Fig. 1: M1 wires
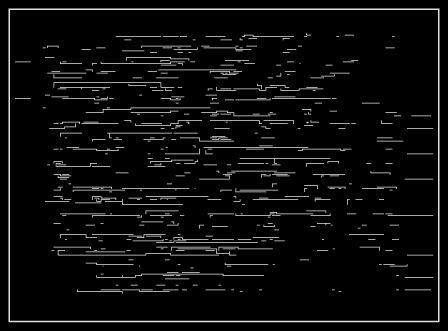
Fig. 2: met2 routing
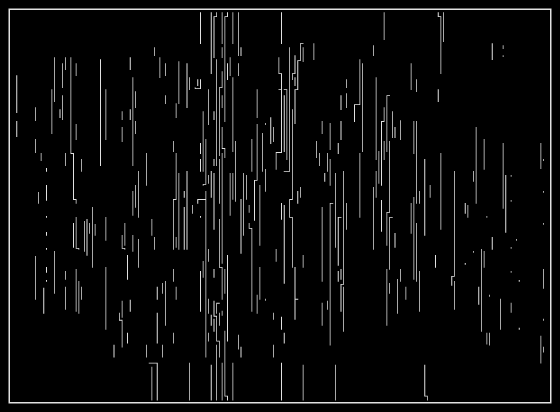
Fig. 3: metal 3
Bar = 20 um. Cells faint in the background.
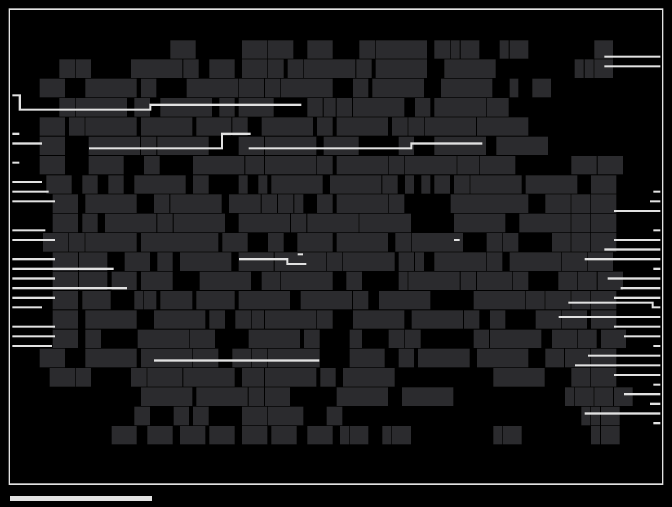
## config.mk

```make
export PLATFORM = sky130hd
export DESIGN_NAME = sip_prefix_match_tree
export DESIGN_NICKNAME = d
export VERILOG_FILES = /design/src/rtl/sip_prefix_match_tree.sv
export SDC_FILE = /design/constraint.sdc
export NUM_CORES = 1
export LEC_CHECK = 0
export CORE_ASPECT_RATIO = 0.7
export CORE_MARGIN = 4
export CORE_UTILIZATION = 50
export CTS_CLUSTER_DIAMETER = 50
export DETAILED_ROUTE_END_ITERATION = 8
export GPL_TIMING_DRIVEN = 0
export PLACE_DENSITY = 0.82
export SYNTH_ARGS = -nofsm -noshare
export SYNTH_HDL_FRONTEND = slang
export SYNTH_SLANG_ARGS = --single-unit
```

## constraint.sdc

```tcl
create_clock -name clk -period 1.95 [get_ports clk]
set_clock_uncertainty 0.15 [all_clocks]
set_input_delay 0.195 -clock clk [delete_from_list [all_inputs] [get_ports clk]]
set_output_delay 0.195 -clock clk [all_outputs]
set_load 0.02 [all_outputs]
```

## src/rtl/sip_prefix_match_tree.sv

```systemverilog
// Source-IP prefix match: 4-level byte-wise tree over a fixed 8-rule table.
// Each level ANDs its per-rule byte compare into the match vector. Output is registered.

module sip_prefix_level #(
  parameter int                          NUM_RULE_ID = 8,
  parameter int                          LVL         = 0,
  parameter logic [32*NUM_RULE_ID-1:0]   RULE_PREFIX = '0,
  parameter logic [6*NUM_RULE_ID-1:0]    RULE_LEN    = '0
) (
  input  logic [7:0]             fld,
  output logic [NUM_RULE_ID-1:0] hit
);
  for (genvar k = 0; k < NUM_RULE_ID; k++) begin : g_rule
    localparam int          RAW  = int'(RULE_LEN[6*k +: 6]);
    localparam int          LEN  = (RAW > 32) ? 32 : RAW;
    // Upper LEN bits set; a length of 0 yields an all-zero mask and matches everything.
    localparam logic [31:0] MASK = ~(32'hFFFF_FFFF >> LEN);
    localparam logic [7:0]  MB   = MASK[31-8*LVL -: 8];
    localparam logic [7:0]  PB   = RULE_PREFIX[32*k+31-8*LVL -: 8];
    assign hit[k] = ((fld ^ PB) & MB) == 8'h00;
  end
endmodule

module sip_prefix_match_tree #(
  parameter int                          NUM_RULE_ID   = 8,
  parameter int                          RULE_ID_WIDTH = 3,
  parameter logic [32*NUM_RULE_ID-1:0]   RULE_PREFIX   = {32'hAC10_0000, 32'hC0A8_2200,
                                                          32'h0A00_0000, 32'h0000_0000,
                                                          32'hC000_0000, 32'hC0A8_0000,
                                                          32'hC0A8_2100, 32'hC0A8_2141},
  parameter logic [6*NUM_RULE_ID-1:0]    RULE_LEN      = {6'd12, 6'd24, 6'd8, 6'd0,
                                                          6'd8,  6'd16, 6'd24, 6'd32}
) (
  input  logic                                clk,
  input  logic                                reset,
  input  logic [0:32]                         in,
  output logic [0:NUM_RULE_ID*(RULE_ID_WIDTH+1)-1] out
);
  localparam int LEVELS = 4;
  localparam int EW     = RULE_ID_WIDTH + 1;

  logic [LEVELS-1:0]                  vld_pipe;
  logic [LEVELS-1:0][NUM_RULE_ID-1:0] match_q;
  logic [LEVELS-1:0][NUM_RULE_ID-1:0] hit;
  logic [LEVELS-1:0][7:0]             fld;
  // Fields not yet consumed ride along with the match vector.
  logic [7:0] f1_q0, f2_q0, f3_q0, f2_q1, f3_q1, f3_q2;
  logic [0:NUM_RULE_ID*EW-1]          out_d;

  assign fld[0] = in[1:8];
  assign fld[1] = f1_q0;
  assign fld[2] = f2_q1;
  assign fld[3] = f3_q2;

  for (genvar s = 0; s < LEVELS; s++) begin : g_lvl
    sip_prefix_level #(
      .NUM_RULE_ID (NUM_RULE_ID),
      .LVL         (s),
      .RULE_PREFIX (RULE_PREFIX),
      .RULE_LEN    (RULE_LEN)
    ) u_lvl (
      .fld (fld[s]),
      .hit (hit[s])
    );
  end

  always_comb begin
    out_d = '0;
    for (int k = 0; k < NUM_RULE_ID; k++) begin
      if (vld_pipe[LEVELS-1] && match_q[LEVELS-1][k]) begin
        out_d[EW*k]          = 1'b1;
        out_d[EW*k+1 +: RULE_ID_WIDTH] = RULE_ID_WIDTH'(k);
      end
    end
  end

  always_ff @(posedge clk) begin
    if (reset) begin
      vld_pipe <= '0;
      match_q  <= '0;
      f1_q0    <= '0;
      f2_q0    <= '0;
      f3_q0    <= '0;
      f2_q1    <= '0;
      f3_q1    <= '0;
      f3_q2    <= '0;
      out      <= '0;
    end else begin
      vld_pipe   <= {vld_pipe[LEVELS-2:0], in[0]};
      match_q[0] <= {NUM_RULE_ID{in[0]}} & hit[0];
      for (int s = 1; s < LEVELS; s++)
        match_q[s] <= match_q[s-1] & hit[s];
      f1_q0 <= in[9:16];
      f2_q0 <= in[17:24];
      f3_q0 <= in[25:32];
      f2_q1 <= f2_q0;
      f3_q1 <= f3_q0;
      f3_q2 <= f3_q1;
      out   <= out_d;
    end
  end
endmodule

```

==> results.yml <==
# synthesis and place-and-route metrics
sta:
  finalCritPeriodShare_pct: 91.1
  worst_hold_slack_ns: 0.248
  finalSetupTns_ns: 0
  fmax_mhz: 563
  worst_pin_slew_ns: 0.558
  slew_violations: 0
  rsz0062_at_grt: "false"
clock_network:
  cts_buffers: 9
  cts_resized: 0
  holdBufCountCts: 0
  worst_skew_pair.late_latency_ns: 0.34
  clk_pin_slew_ns: 0.08
  h-tree-depth: 3
  cts_tree: "done"
grt:
  grt_overflow: 0
  grt_max_degree: 14
  first_global_vias: 1235
flow_run:
  warning_count: 26
die:
  fp_util_pct: 51.6
  dieArea_um2: 6140
  core_region_area_um2: 4780
  ios: 67
  rows: 21
layout:
  logic_area_um2: 694
  final_util_pct: 69.9
  area_delta_synth_final_pct: 35.6
  fillCellCount: 347
  drive_gt1_share_pct: 16.1
  n_antenna_cell: 0
route:
  wire_per_inst_um: 10.1
  drtAntennaViolNets: 0
  drc: 0
  drt-pass1-iter-count: 4
yosys:
  ys_types: 19
  async_flop_share_pct: 0
  yosys_warnings: 0
  syn_area_um2: 2470
  edf_count: 0
  ys_cells: 205
  ff_type: "dfxtp_1"
  postSynthAreaPerCell_um2: 12.0
  ys_seq_elements: 80
  synth_chip_area_um2: 2470
  synthCells: 205
power_and_ir_drop:
  ir_worst_vdd_uv: 678
  finalPower_mw: 3.12
  pwr_density_cell_nw_per_um2: 934
place:
  port_buffers: 54
  dp.final_hpwl_um: 2580
status:
  status: "finished, final reports clean"
worst_setup_path:
  arrival_ns: 1.43
  crit_type: "flip-flop to primary output"
  cp_max_fo: 4
  required_ns: 1.60
  startpoint_type: "flip-flop"
Back to the opening pictures, Fig. 1:
main direction: horizontal
nets with wire on the layer: 277
longest straight run: 23.0 um
share of all routed wire: 43%
wire length on this layer: 1540 um
GR Layer Usage met1: 13.0%
DR vias: 1427
DRT Wirelength: 3580 um

Back to the opening pictures, Fig. 2:
main direction: vertical
wire length on this layer: 1600 um
longest straight run: 28.2 um
share of all routed wire: 45%
nets with wire on the layer: 237

Back to the opening pictures, Fig. 3:
longest straight run: 23.0 um
wire length on this layer: 384 um
met3 usage: 7.56%

## Yosys cell counts (2+ instances only)
| cell type | count | area [um2] |
|---|---|---|
| dfxtp_1 | 80 | 1600 |
| nor2b_1 | 65 | 407 |
| buf_4 | 24 | 180 |
| and2_1 | 7 | 43.8 |
| clkbuf_1 | 6 | 22.5 |
| nor4_2 | 3 | 37.5 |
| nor4b_1 | 3 | 26.3 |
| or4bb_1 | 3 | 33.8 |
| and3_1 | 2 | 12.5 |
| or4b_1 | 2 | 20.0 |
| or4b_4 | 2 | 27.5 |
## cell families after synthesis
| family | synth area share [%] |
|---|---|
| flops | 64.9 |
| other cells | 0.152 |
| buf+inv | 8.57 |
| simple gates | 26.3 |
## stage by stage
stage,cells,setup slack (ns),instance area [um2]
floorplan,216,0.675,2510
detailed placement,339,0.0295,3130
CTS,354,0.151,3340
global route,354,0.115,3340
global placement,339,0.0913,3130
finish,354,0.174,3340
## critical path, cell delays in order, from the launching register on
cell,delay (ns)
dfxtp_1,0.38
buf_4,0.12
clkdlybuf4s50_1,0.59
## cell type report
cell class	count	area share, %
tap	69	2.58
clock inverter	6	2.54
inverter	1	0.112
multi-input combinational	104	20.8
clock buffer	9	3.71
buffer	31	6.21
sequential	80	47.9
timing repair buffer	54	16.2
## placed cells by master (no fill, tap or decap), types with 3 or more instances in the layout
cell type | netlist | final
and2_1 | 7 | 7
buf_4 | 24 | 24
clkbuf_1 | 6 | 6
clkbuf_8 | 0 | 9
clkdlybuf4s50_1 | 0 | 54
conb_1 | 1 | 12
dfxtp_1 | 80 | 80
nor2b_1 | 65 | 65
nor4_2 | 3 | 3
nor4b_1 | 3 | 3
or4bb_1 | 3 | 3
## routing by layer
layer | share of wire (%) | global-route usage [%] | vias up
met5 | 0 | 0 | -
met4 | 1.3 | 5.56 | 0
met3 | 11 | 7.56 | 6
met2 | 45 | 20.5 | 55
met1 | 43 | 13.0 | 605
li1 | - | - | 761
## state kept, by name (all words and copies together) (netlist names)
name and cells:
f1_q0 8, f3_q1 8, vld_pipe 3, match_q 21
f2_q1 8, out 8, f2_q0 8, f3_q2 8
f3_q0 8
## report_power, final
group          switching, mW  leakage [nW]  internal, mW  total (mW)
clock network          0.544         0.101         0.708        1.25
registers             0.0115         0.655          1.68        1.69
logic                 0.0699         0.590         0.110       0.180
total                  0.626          1.35          2.50        3.12
## worst paths after layout
path                     from  depth (start not counted)  slack, ns           to
hold / removal         in[21]                          2       0.25     f2_q0[3]
hold reg to reg   match_q[13]                          1       0.28  match_q[21]
setup reg to reg     f2_q1[2]                          2       0.55  match_q[22]
setup / recovery      out[28]                          2       0.17      out[30]
No activity file was given, so power comes from the tool's default toggle rates.
